--- src/rtl/m6502_addr_sequencer.sv ---
// 6502 addressing-mode bus sequencer: operand fetch, effective-address resolution and the
// data read / write / read-modify-write cycles of one instruction.
package M6502Defs;
    typedef enum logic [3:0] {
        AddrMode_Implied,
        AddrMode_Immediate,
        AddrMode_ZeroPage,
        AddrMode_ZeroPageIndexed,
        AddrMode_Absolute,
        AddrMode_AbsoluteIndexed,
        AddrMode_IndexedIndirect,
        AddrMode_IndirectIndexed,
        AddrMode_AbsoluteIndirect,
        AddrMode_Relative
    } AddressingMode;

    typedef enum logic [1:0] {
        Access_Read,
        Access_Write,
        Access_ReadWrite
    } AccessType;
endpackage

module m6502_addr_sequencer
    import M6502Defs::*;
#(
    parameter int unsigned ADDR_W = 16,
    parameter int unsigned DATA_W = 8
) (
    input  logic              i_clk,
    input  logic              i_reset,
    input  logic              i_start,
    input  AddressingMode     i_addressingMode,
    input  AccessType         i_accessType,
    input  logic              i_addressOnly,
    input  logic [ADDR_W-1:0] i_pc,
    input  logic [DATA_W-1:0] i_index,
    input  logic [DATA_W-1:0] i_dataIn,
    input  logic [DATA_W-1:0] i_storeData,
    input  logic [DATA_W-1:0] i_rmwResult,
    output logic [ADDR_W-1:0] o_address,
    output logic              o_read,
    output logic              o_write,
    output logic [DATA_W-1:0] o_dataOut,
    output logic              o_pcIncrement,
    output logic [DATA_W-1:0] o_operand,
    output logic              o_operandValid,
    output logic [ADDR_W-1:0] o_effAddr,
    output logic              o_busy,
    output logic              o_done
);

    localparam int unsigned HI_W = ADDR_W - DATA_W;
    localparam logic [HI_W-1:0] PAGE_ZERO = '0;

    typedef enum logic [3:0] {
        StIdle,
        StOperLo,
        StOperHi,
        StZpDummy,
        StPtrLo,
        StPtrHi,
        StFixPage,
        StDataRd,
        StRmwDwr,
        StRmwWr,
        StDataWr
    } state_e;

    state_e            state_q, state_d;
    AddressingMode     mode_q, mode_d;
    AccessType         access_q, access_d;
    logic              addr_only_q, addr_only_d;
    logic              implied_q, implied_d;
    logic [ADDR_W-1:0] pc_q, pc_d;
    logic [DATA_W-1:0] idx_q, idx_d;
    logic [DATA_W-1:0] store_q, store_d;
    logic [DATA_W-1:0] lo_q, lo_d;
    logic [HI_W-1:0]   hi_q, hi_d;
    logic [DATA_W-1:0] tgt_lo_q, tgt_lo_d;
    logic [HI_W-1:0]   base_hi_q, base_hi_d;
    logic [ADDR_W-1:0] eff_q, eff_d;
    logic [DATA_W-1:0] data_q, data_d;
    logic [DATA_W-1:0] rmw_q, rmw_d;

    logic              resolved;
    logic              indexed;
    logic              eff_load;
    logic [ADDR_W-1:0] eff_next;
    logic [DATA_W-1:0] zp_sum;

    always_comb begin
        state_d       = state_q;
        mode_d        = mode_q;
        access_d      = access_q;
        addr_only_d   = addr_only_q;
        implied_d     = implied_q;
        pc_d          = pc_q;
        idx_d         = idx_q;
        store_d       = store_q;
        lo_d          = lo_q;
        hi_d          = hi_q;
        tgt_lo_d      = tgt_lo_q;
        base_hi_d     = base_hi_q;
        data_d        = data_q;
        rmw_d         = rmw_q;
        resolved      = 1'b0;
        indexed       = 1'b0;
        eff_load      = 1'b0;
        eff_next      = eff_q;
        zp_sum        = lo_q + idx_q;
        o_address     = '0;
        o_read        = 1'b0;
        o_write       = 1'b0;
        o_dataOut     = '0;
        o_pcIncrement = 1'b0;
        o_operandValid = 1'b0;
        o_done        = 1'b0;

        unique case (state_q)
            StIdle: begin
                if (implied_q) begin
                    // Implied/Relative: no bus traffic, just the completion pulse.
                    o_done    = 1'b1;
                    implied_d = 1'b0;
                end else if (i_start) begin
                    mode_d      = i_addressingMode;
                    access_d    = i_accessType;
                    addr_only_d = i_addressOnly;
                    pc_d        = i_pc;
                    idx_d       = i_index;
                    store_d     = i_storeData;
                    if (i_addressingMode == AddrMode_Implied ||
                        i_addressingMode == AddrMode_Relative) begin
                        implied_d = 1'b1;
                    end else begin
                        state_d = StOperLo;
                    end
                end
            end
            StOperLo: begin
                o_address     = pc_q;
                o_read        = 1'b1;
                o_pcIncrement = 1'b1;
                lo_d          = i_dataIn;
                case (mode_q)
                    AddrMode_Immediate: begin
                        o_operandValid = 1'b1;
                        o_done         = 1'b1;
                        state_d        = StIdle;
                    end
                    AddrMode_ZeroPage: begin
                        eff_next = {PAGE_ZERO, i_dataIn};
                        resolved = 1'b1;
                    end
                    AddrMode_ZeroPageIndexed, AddrMode_IndexedIndirect: state_d = StZpDummy;
                    AddrMode_Absolute, AddrMode_AbsoluteIndexed,
                    AddrMode_AbsoluteIndirect: state_d = StOperHi;
                    AddrMode_IndirectIndexed: begin
                        hi_d    = PAGE_ZERO;
                        state_d = StPtrLo;
                    end
                    default: state_d = StIdle;
                endcase
            end
            StOperHi: begin
                o_address     = pc_q + ADDR_W'(1);
                o_read        = 1'b1;
                o_pcIncrement = 1'b1;
                case (mode_q)
                    AddrMode_Absolute: begin
                        eff_next = {i_dataIn, lo_q};
                        resolved = 1'b1;
                    end
                    AddrMode_AbsoluteIndexed: begin
                        eff_next  = {i_dataIn, lo_q} + ADDR_W'(idx_q);
                        base_hi_d = i_dataIn;
                        indexed   = 1'b1;
                        resolved  = 1'b1;
                    end
                    default: begin
                        hi_d    = i_dataIn;
                        state_d = StPtrLo;
                    end
                endcase
            end
            StZpDummy: begin
                // Dummy read of the unindexed zero-page address while the index is added.
                o_address = {PAGE_ZERO, lo_q};
                o_read    = 1'b1;
                if (mode_q == AddrMode_IndexedIndirect) begin
                    lo_d    = zp_sum;
                    hi_d    = PAGE_ZERO;
                    state_d = StPtrLo;
                end else begin
                    eff_next = {PAGE_ZERO, zp_sum};
                    resolved = 1'b1;
                end
            end
            StPtrLo: begin
                o_address = {hi_q, lo_q};
                o_read    = 1'b1;
                tgt_lo_d  = i_dataIn;
                state_d   = StPtrHi;
            end
            StPtrHi: begin
                // Pointer high byte never carries into the next page (NMOS behaviour).
                o_address = {hi_q, lo_q + DATA_W'(1)};
                o_read    = 1'b1;
                resolved  = 1'b1;
                if (mode_q == AddrMode_IndirectIndexed) begin
                    eff_next  = {i_dataIn, tgt_lo_q} + ADDR_W'(idx_q);
                    base_hi_d = i_dataIn;
                    indexed   = 1'b1;
                end else begin
                    eff_next = {i_dataIn, tgt_lo_q};
                end
            end
            StFixPage: begin
                o_address = {base_hi_q, eff_q[DATA_W-1:0]};
                o_read    = 1'b1;
                state_d   = (access_q == Access_Write) ? StDataWr : StDataRd;
            end
            StDataRd: begin
                o_address      = eff_q;
                o_read         = 1'b1;
                o_operandValid = 1'b1;
                if (access_q == Access_ReadWrite) begin
                    data_d  = i_dataIn;
                    state_d = StRmwDwr;
                end else begin
                    o_done  = 1'b1;
                    state_d = StIdle;
                end
            end
            StRmwDwr: begin
                o_address = eff_q;
                o_write   = 1'b1;
                o_dataOut = data_q;
                rmw_d     = i_rmwResult;
                state_d   = StRmwWr;
            end
            StRmwWr: begin
                o_address = eff_q;
                o_write   = 1'b1;
                o_dataOut = rmw_q;
                o_done    = 1'b1;
                state_d   = StIdle;
            end
            StDataWr: begin
                o_address = eff_q;
                o_write   = 1'b1;
                o_dataOut = store_q;
                o_done    = 1'b1;
                state_d   = StIdle;
            end
            default: state_d = StIdle;
        endcase

        if (resolved) begin
            eff_load = 1'b1;
            if (addr_only_q || mode_q == AddrMode_AbsoluteIndirect) begin
                o_done  = 1'b1;
                state_d = StIdle;
            end else if (indexed && (access_q != Access_Read ||
                                     eff_next[ADDR_W-1:DATA_W] != base_hi_d)) begin
                state_d = StFixPage;
            end else if (access_q == Access_Write) begin
                state_d = StDataWr;
            end else begin
                state_d = StDataRd;
            end
        end

        eff_d     = eff_load ? eff_next : eff_q;
        o_effAddr = eff_d;
        o_operand = o_operandValid ? i_dataIn : '0;
        o_busy    = (state_q != StIdle) || implied_q;
    end

    always_ff @(posedge i_clk or posedge i_reset) begin
        if (i_reset) begin
            state_q     <= StIdle;
            mode_q      <= AddrMode_Implied;
            access_q    <= Access_Read;
            addr_only_q <= 1'b0;
            implied_q   <= 1'b0;
            pc_q        <= '0;
            idx_q       <= '0;
            store_q     <= '0;
            lo_q        <= '0;
            hi_q        <= '0;
            tgt_lo_q    <= '0;
            base_hi_q   <= '0;
            eff_q       <= '0;
            data_q      <= '0;
            rmw_q       <= '0;
        end else begin
            state_q     <= state_d;
            mode_q      <= mode_d;
            access_q    <= access_d;
            addr_only_q <= addr_only_d;
            implied_q   <= implied_d;
            pc_q        <= pc_d;
            idx_q       <= idx_d;
            store_q     <= store_d;
            lo_q        <= lo_d;
            hi_q        <= hi_d;
            tgt_lo_q    <= tgt_lo_d;
            base_hi_q   <= base_hi_d;
            eff_q       <= eff_d;
            data_q      <= data_d;
            rmw_q       <= rmw_d;
        end
    end

endmodule

--- config.mk ---
export PLATFORM = sky130hd
export DESIGN_NAME = m6502_addr_sequencer
export DESIGN_NICKNAME = d
export VERILOG_FILES = /design/src/rtl/m6502_addr_sequencer.sv
export SDC_FILE = /design/constraint.sdc
export NUM_CORES = 1
export LEC_CHECK = 0
export CAP_MARGIN = 20
export CELL_PAD_IN_SITES_DETAIL_PLACEMENT = 0
export CELL_PAD_IN_SITES_GLOBAL_PLACEMENT = 1
export CORE_MARGIN = 3
export CORE_UTILIZATION = 40
export CTS_CLUSTER_SIZE = 25
export DETAILED_ROUTE_END_ITERATION = 10
export PLACE_DENSITY_LB_ADDON = 0.1
export SYNTH_ARGS = -nofsm -noshare
export SYNTH_HDL_FRONTEND = slang
export SYNTH_SLANG_ARGS = --single-unit
--- constraint.sdc ---
create_clock -name i_clk -period 4.1 [get_ports i_clk]
set_clock_uncertainty 0.1 [all_clocks]
set_input_delay 0.82 -clock i_clk [delete_from_list [all_inputs] [get_ports i_clk]]
set_output_delay 0.82 -clock i_clk [all_outputs]
set_load 0.01 [all_outputs]
### Logic cells by family, run 1

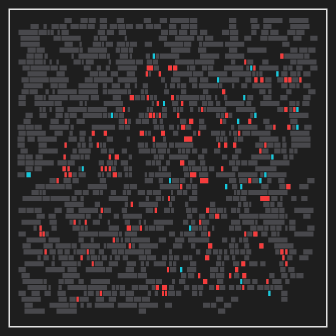
legend:
  red:
    family: NAND gates
    cells: 116
    where: spread over the die
  cyan:
    family: inverters
    cells: 23

### Power grid, run 1

Pins as bars on the die edge.
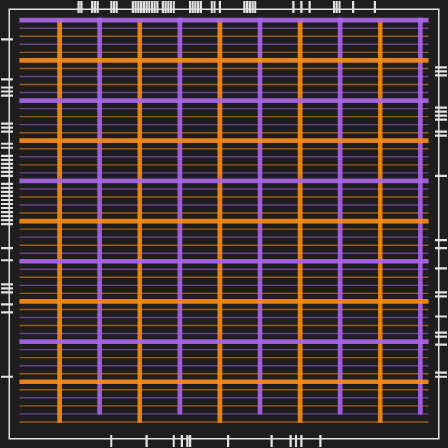
legend:
  purple:
    net: VDD
  orange:
    net: VSS
met1 rails: 51
signal pins: 112
met5 straps: 10

### Sequential cells colored by netlist name, run 1

Other sequential cells in the stronger gray, the rest of the logic in the fainter gray.
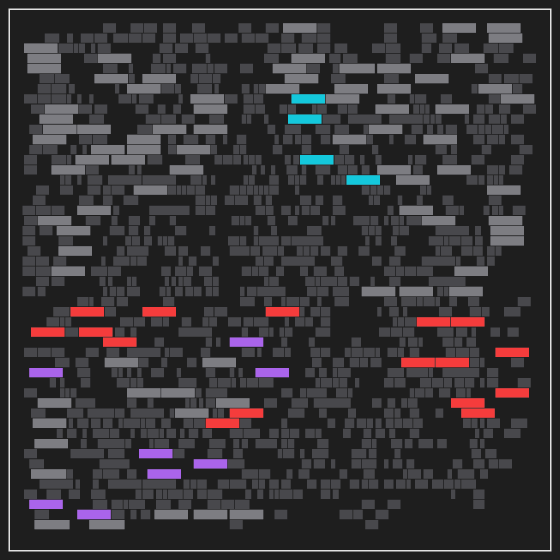
legend:
  red:
    signal: `eff_q`
    placed_flops: 16
  cyan:
    signal: `state_q`
    placed_flops: 4
    where: north
  purple:
    signal: `tgt_lo_q`
    placed_flops: 8

==> qor.yml, run 1 <==
status: "complete, but fails checks"
violations: "setup timing"
synthDistinctLibCells: 84
synth_area_per_cell_um2: 9.09
io_pins: 112
setup.worst_path.class: "flop to output port"
synth_area_um2: 7720
cts_hold_buffers: 0
fillers: 1728
dieArea_um2: 21000
final-hold-violation-count: 0
fin_cells: 1276
timing.final.ws_setup_ns: -0.0413
warning_count: 28
slew_viol_final: 0
critPathBufInv: 2
pg_clk_mw: 0.911
max_stage_delay_ns: 0.55
cts.sinks: 108
numCtsBuffers: 9
grt_pass1_vias: 7761
fp_util: 0.410
finalClockPeriodUsage: 1.01
muxShareOfSynthArea: 0.123
largest_area_cell: "dfrtp_1"
post_cts_buffers: 1
grt_first_pass_wirelength_um: 45300
synth.logic.top_family: "AND-OR/OR-AND gates"
end_kind: "output port"
layout_top_cell: "dfrtp_1"
fmax_ghz: 0.241
floorplan.nets: 927
logic_area_um2: 4920
arrival_ns: 3.22
top_cell_area_share: 0.350
setup_viol: 1
clock_latency_ns: 0.36
drv_cap: 0
synth.most_common_cell: "dfrtp_1"
sw_frac_of_total: 0.466
tightest_slew_ns: 0.924
ys.flops: 108
min-delay-path-class: "flop to flop"
mostFrequentLayoutCells: "104 x dfrtp_1, 103 x clkdlybuf4s50_1, 94 x buf_4"
crit_start: "mode_q[3]"
==> run 1: metal layers <==
layer | part of all wire | wire length [um] | track usage | vias to the layer above
met3 | 0.049 | 1430 | 0.0390 | 49
met4 | 0.028 | 821 | 0.0789 | 0
met1 | 0.45 | 13000 | 0.369 | 3837
li1 | - | - | - | 3508
met5 | 0 | 0 | 0 | -
met2 | 0.48 | 13800 | 0.447 | 266
==> run 1: sequential cells by signal, summed over array words and instances (netlist names) <==
register and cells:
rmw_q 8, access_q 2, pc_q 16, hi_q 8, state_q 4, idx_q 8
store_q 8, lo_q 8, eff_q 16, base_hi_q 8, data_q 8, mode_q 4
implied_q 1, tgt_lo_q 8, addr_only_q 1
==> run 1: final timing paths <==
check / endpoint / slack [ns] / cells past startpoint
max: o_effAddr[11] / -0.04 / 9
min: store_q[2] / 0.41 / 1
max reg2reg: state_q[0] / 0.36 / 12
min reg2reg: store_q[2] / 0.41 / 1
max in group asynchronous: mode_q[3] / 2.11 / 3
min in group asynchronous: tgt_lo_q[1] / 0.93 / 2
==> run 1: area by class of cell <==
type	count	area share
clock inverters	4	0.00565
well taps	260	0.0319
clock buffers	12	0.0242
inverters	23	0.00871
repair buffers	207	0.181
multi-input cells	662	0.483
flip-flops and latches	108	0.266
==> run 1: stage by stage <==
step / utilization / hold slack (ns)
3_3_place_gp: 0.511 / 0.390
5_1_grt: 0.541 / 0.423
3_5_place_dp: 0.512 / 0.396
4_1_cts: 0.530 / 0.411
6_report: 0.541 / 0.412
2_1_floorplan: - / 0.380
==> run 1: cell families (layout without fill, tap and decap cells) <==
group | count (synthesis) | in the layout
mux | 86 | 86
xor+xnor | 33 | 33
fa+ha+maj | 20 | 20
buf+inv | 79 | 246
flops | 108 | 108
compound gates | 258 | 258
simple gates | 265 | 265
==> run 2: changes to the inputs <==
ABC_AREA = 1   (was not set)
### Clock nets, run 2

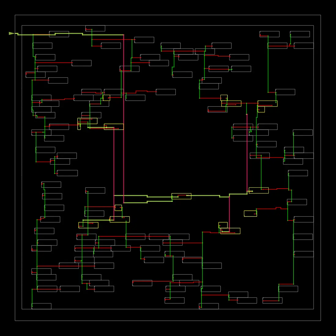
clock buffer count: 10
Num CTS Buffers: 9

### Power grid, run 2

Pins as bars on the die edge.
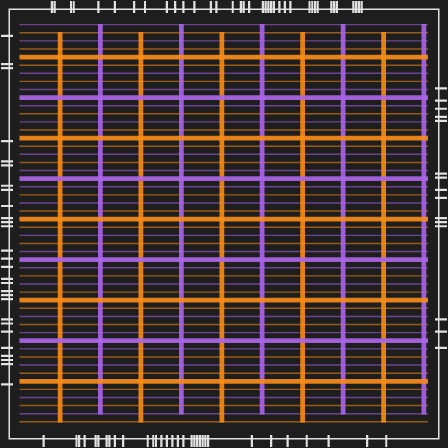
legend:
  purple:
    net: VDD
  orange:
    net: VSS
rows: 49
met1 rails: 50
signal pins: 112
met5 straps: 9
met4 straps: 10

### M1 wires, run 2

Supply wires on this layer in gray.
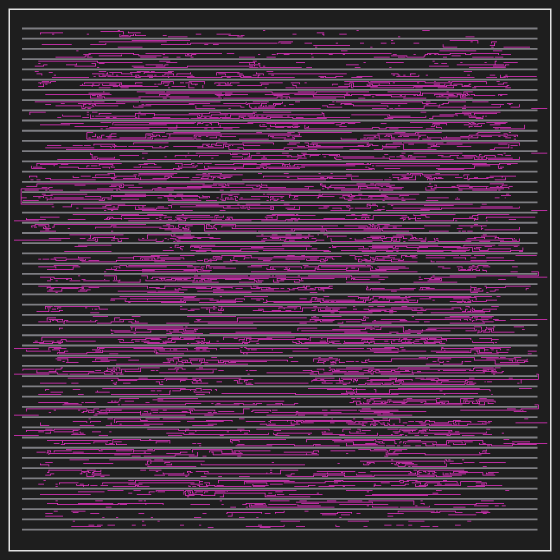
longest straight run: 52.4 um
share of all routed wire: 46%
main direction: horizontal
wire length on this layer: 12,800 um

==> run 2 against run 1 <==
The run now ends clean; area after synthesis decreased by 1.8%; wire length decreased by 4.9%; final area decreased by 5.7%; sequential power decreased by 7%; via count increased by 2.2%; power decreased by 14%; critical path type unchanged.
==> qor.yml, run 2 <==
fin_cells: 1448
fillers: 1863
muxShareOfSynthArea: 0.0312
cts.sinks: 108
status: "finished clean"
floorplan.nets: 1149
max_stage_delay_ns: 0.56
synthDistinctLibCells: 54
io_pins: 112
largest_area_cell: "dfrtp_1"
ys.flops: 108
grtUsageMet1: 0.391
drv_cap: 0
synth_area_per_cell_um2: 7.07
critPathBufInv: 4
reg_top3: "eff_q x16, pc_q x16"
met2_usage: 0.431
synth.logic.top_family: "simple AND/OR/NAND/NOR gates"
synth_area_um2: 7580
clock_latency_ns: 0.36
grt_util_met3: 0.0343
whs_ns: 0.374
fmax_ghz: 0.249
tightest_slew_ns: 0.949
grt_pass1_vias: 7403
fp_util: 0.415
globalRoute.busiestLayer: "met2"
dieArea_um2: 20600
topRoutingLayerUsed: "met4"
setup_viol: 0
slew_viol_final: 0
wl_met1_um: 12800
layout_top_cell: "nand2_1"
mostFrequentLayoutCells: "265 x nand2_1, 136 x inv_1, 107 x dfrtp_1"
min-delay-path-class: "flop to flop"
setup.worst_path.class: "flop to output port"
run 2: how the worst max path moves through the flow:
stage / depth (start not counted) / to / start / slack, ns
5_1_grt: 13 / o_address[15] / pc_q[0] / -0.19
2_1_floorplan: 1 / access_q[0] / i_reset / 0.33
4_1_cts: 11 / o_effAddr[2] / idx_q[0] / -0.06
3_3_place_gp: 11 / o_effAddr[2] / idx_q[0] / 0.04
3_5_place_dp: 14 / o_effAddr[14] / i_dataIn[3] / 0.04
6_report: 13 / o_address[15] / pc_q[0] / 0.08
run 2: metrics by stage:
stage | TNS [ns] | area (um2) | utilization | setup slack, ns
6_report | 0 | 9610 | 0.526 | 0.0821
5_1_grt | -0.189 | 9610 | 0.526 | -0.189
4_1_cts | -0.0589 | 9510 | 0.520 | -0.0589
2_1_floorplan | 0 | 7580 | - | 0.334
3_5_place_dp | 0 | 9200 | 0.504 | 0.0392
3_3_place_gp | 0 | 9200 | 0.504 | 0.0440
run 2: repair_timing:
action / 4_1_cts / 5_1_grt
cloned: 0 / 0
gates resized: 6 / 27
pin swaps: 1 / 4
setup endpoints to repair: 4 / 19
setup buffers: 0 / 4
hold buffers: 0 / 0
run 2: final cells by class:
| type | instances | share of cell area |
|---|---|---|
| tap | 229 | 0.0298 |
| multi-input combinational | 775 | 0.438 |
| clock buffer | 10 | 0.0238 |
| inverter | 158 | 0.0624 |
| clock inverter | 6 | 0.00651 |
| sequential | 108 | 0.281 |
| timing repair buffer | 162 | 0.158 |
run 2: power breakdown:
group | total (mW) | switching, mW | internal [mW]
Clock | 0.892 | 0.461 | 0.431
Sequential | 2.01 | 0.451 | 1.56
Combinational | 5.20 | 3.16 | 2.04
Total | 8.10 | 4.07 | 4.03
==> run 3: changes to the inputs <==
GPL_ROUTABILITY_DRIVEN = 1   (was not set)
### M1 wires, run 3

Supply wires on this layer in gray.
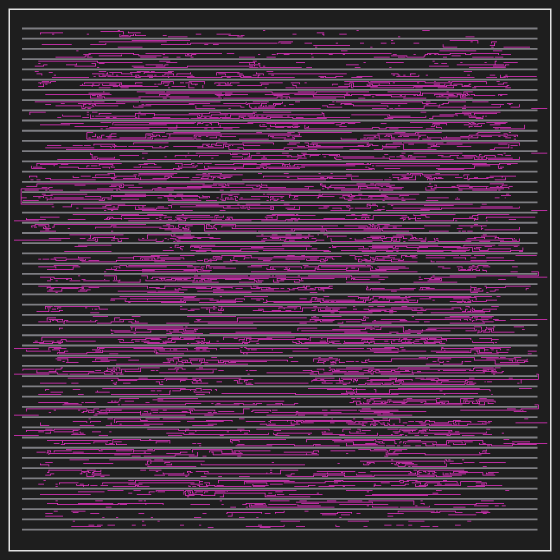
nets with wire on the layer: 1,192
share of all routed wire: 46%
wire length on this layer: 12,800 um

### Power grid, run 3

Pins as bars on the die edge.
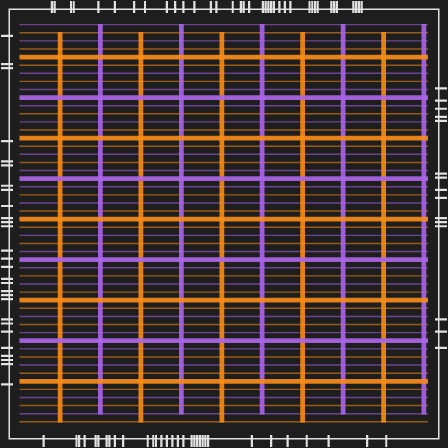
legend:
  orange:
    net: VSS
  purple:
    net: VDD
rows: 49
met4 straps: 10

### Clock nets, run 3

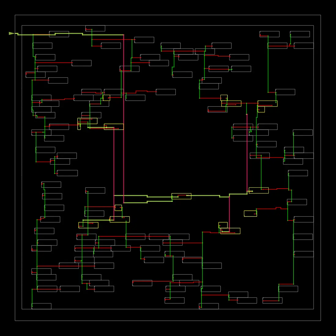
Clock Sinks: 108
Clock Power: 0.892 mW
sequential cell count: 108

==> run 3 against run 2 <==
Final cell count did not move; clock power about the same; flip-flop count stayed put; sequential share of layout area unchanged; non-clock buffer count unchanged; worst hold slack did not move; area after synthesis unchanged; final area stayed put; combinational power is essentially flat; critical path depth unchanged; wire length unchanged; setup slack is the same; largest cell class unchanged.
==> qor.yml, run 3 <==
dp_slack_ns: 0.0392
slew_viol_final: 0
setup_viol: 0
grtUsageMet1: 0.391
layout_top_cell: "nand2_1"
io_pins: 112
stdcell_area_um2: 9610
reg_top3: "eff_q x16, pc_q x16"
synthDistinctLibCells: 54
fp_util: 0.415
dieArea_um2: 20600
final_util: 0.526
sw_frac_of_total: 0.502
floorplan.nets: 1149
numCtsBuffers: 9
grt_first_pass_wirelength_um: 42700
place_area_um2: 9200
wl_met3_um: 1500
clock_latency_ns: 0.36
cts_hold_buffers: 0
drv_cap: 0
timing.final.ws_setup_ns: 0.0821
synth_area_per_cell_um2: 7.07
arrival_ns: 3.10
combPwrFrac: 0.642
switchingPower_mw: 4.07
fmax_ghz: 0.249
status: "finished clean"
min-delay-path-class: "flop to flop"
tightest_slew_ns: 0.949
top_cell_area_share: 0.357
globalRoute.busiestLayer: "met2"
internal-power_mw: 4.03
ys.flops: 108
critPathBufInv: 4
topRoutingLayerUsed: "met4"
final-hold-violation-count: 0
wl_met2_um: 12600
p_seq_frac: 0.248
## run 3: cell counts in the layout (fill, tap and decap cells not counted)
No cell type changed its count.
## run 3: repair_timing
action | CTS | global route
buffers inserted | 0 | 4
cloned | 0 | 0
gates resized | 6 | 27
pin swaps | 1 | 4
endpoints found under the setup margin | 4 | 19
## run 3: cell type report
| class | count | area, um2 | area share |
|---|---|---|---|
| well taps | 229 | 287 | 0.0298 |
| multi-input cells | 775 | 4210 | 0.438 |
| clock buffers | 10 | 229 | 0.0238 |
| flip-flops and latches | 108 | 2700 | 0.281 |
| clock inverters | 6 | 62.6 | 0.00651 |
| repair buffers | 162 | 1520 | 0.158 |
| inverters | 158 | 599 | 0.0624 |
## run 3: final timing paths
path                            startpoint            end  slack [ns]  cells after the start
worst max-delay path               pc_q[0]  o_address[15]        0.08                     13
worst min-delay path              rmw_q[4]       rmw_q[4]        0.37                      2
worst max register to register    idx_q[0]     state_q[0]        0.87                     20
worst min register to register    rmw_q[4]       rmw_q[4]        0.37                      2
max in group asynchronous          i_reset       idx_q[4]        2.33                      3
min in group asynchronous          i_reset       pc_q[12]        0.80                      2
## run 3: power by group through the flow
stage / logic [mW] / registers, mW / clock network [mW]
after global routing: 5.75 / 2.07 / 0.954
after detailed placement: 5.07 / 2.02 / 0
after CTS: 5.10 / 2.00 / 0.909
final: 5.20 / 2.01 / 0.892
after global placement: 5.07 / 2.01 / 0
after floorplan: 3.15 / 1.84 / 0
## run 3: cell families after synthesis
family	Yosys count	share of synthesized area
buf+inv	188	0.0971
flops	108	0.357
simple gates	515	0.301
xor+xnor	9	0.0104
compound gates	210	0.168
mux	21	0.0312
fa+ha+maj	20	0.0350
Power is estimated from default activity; no workload was simulated.
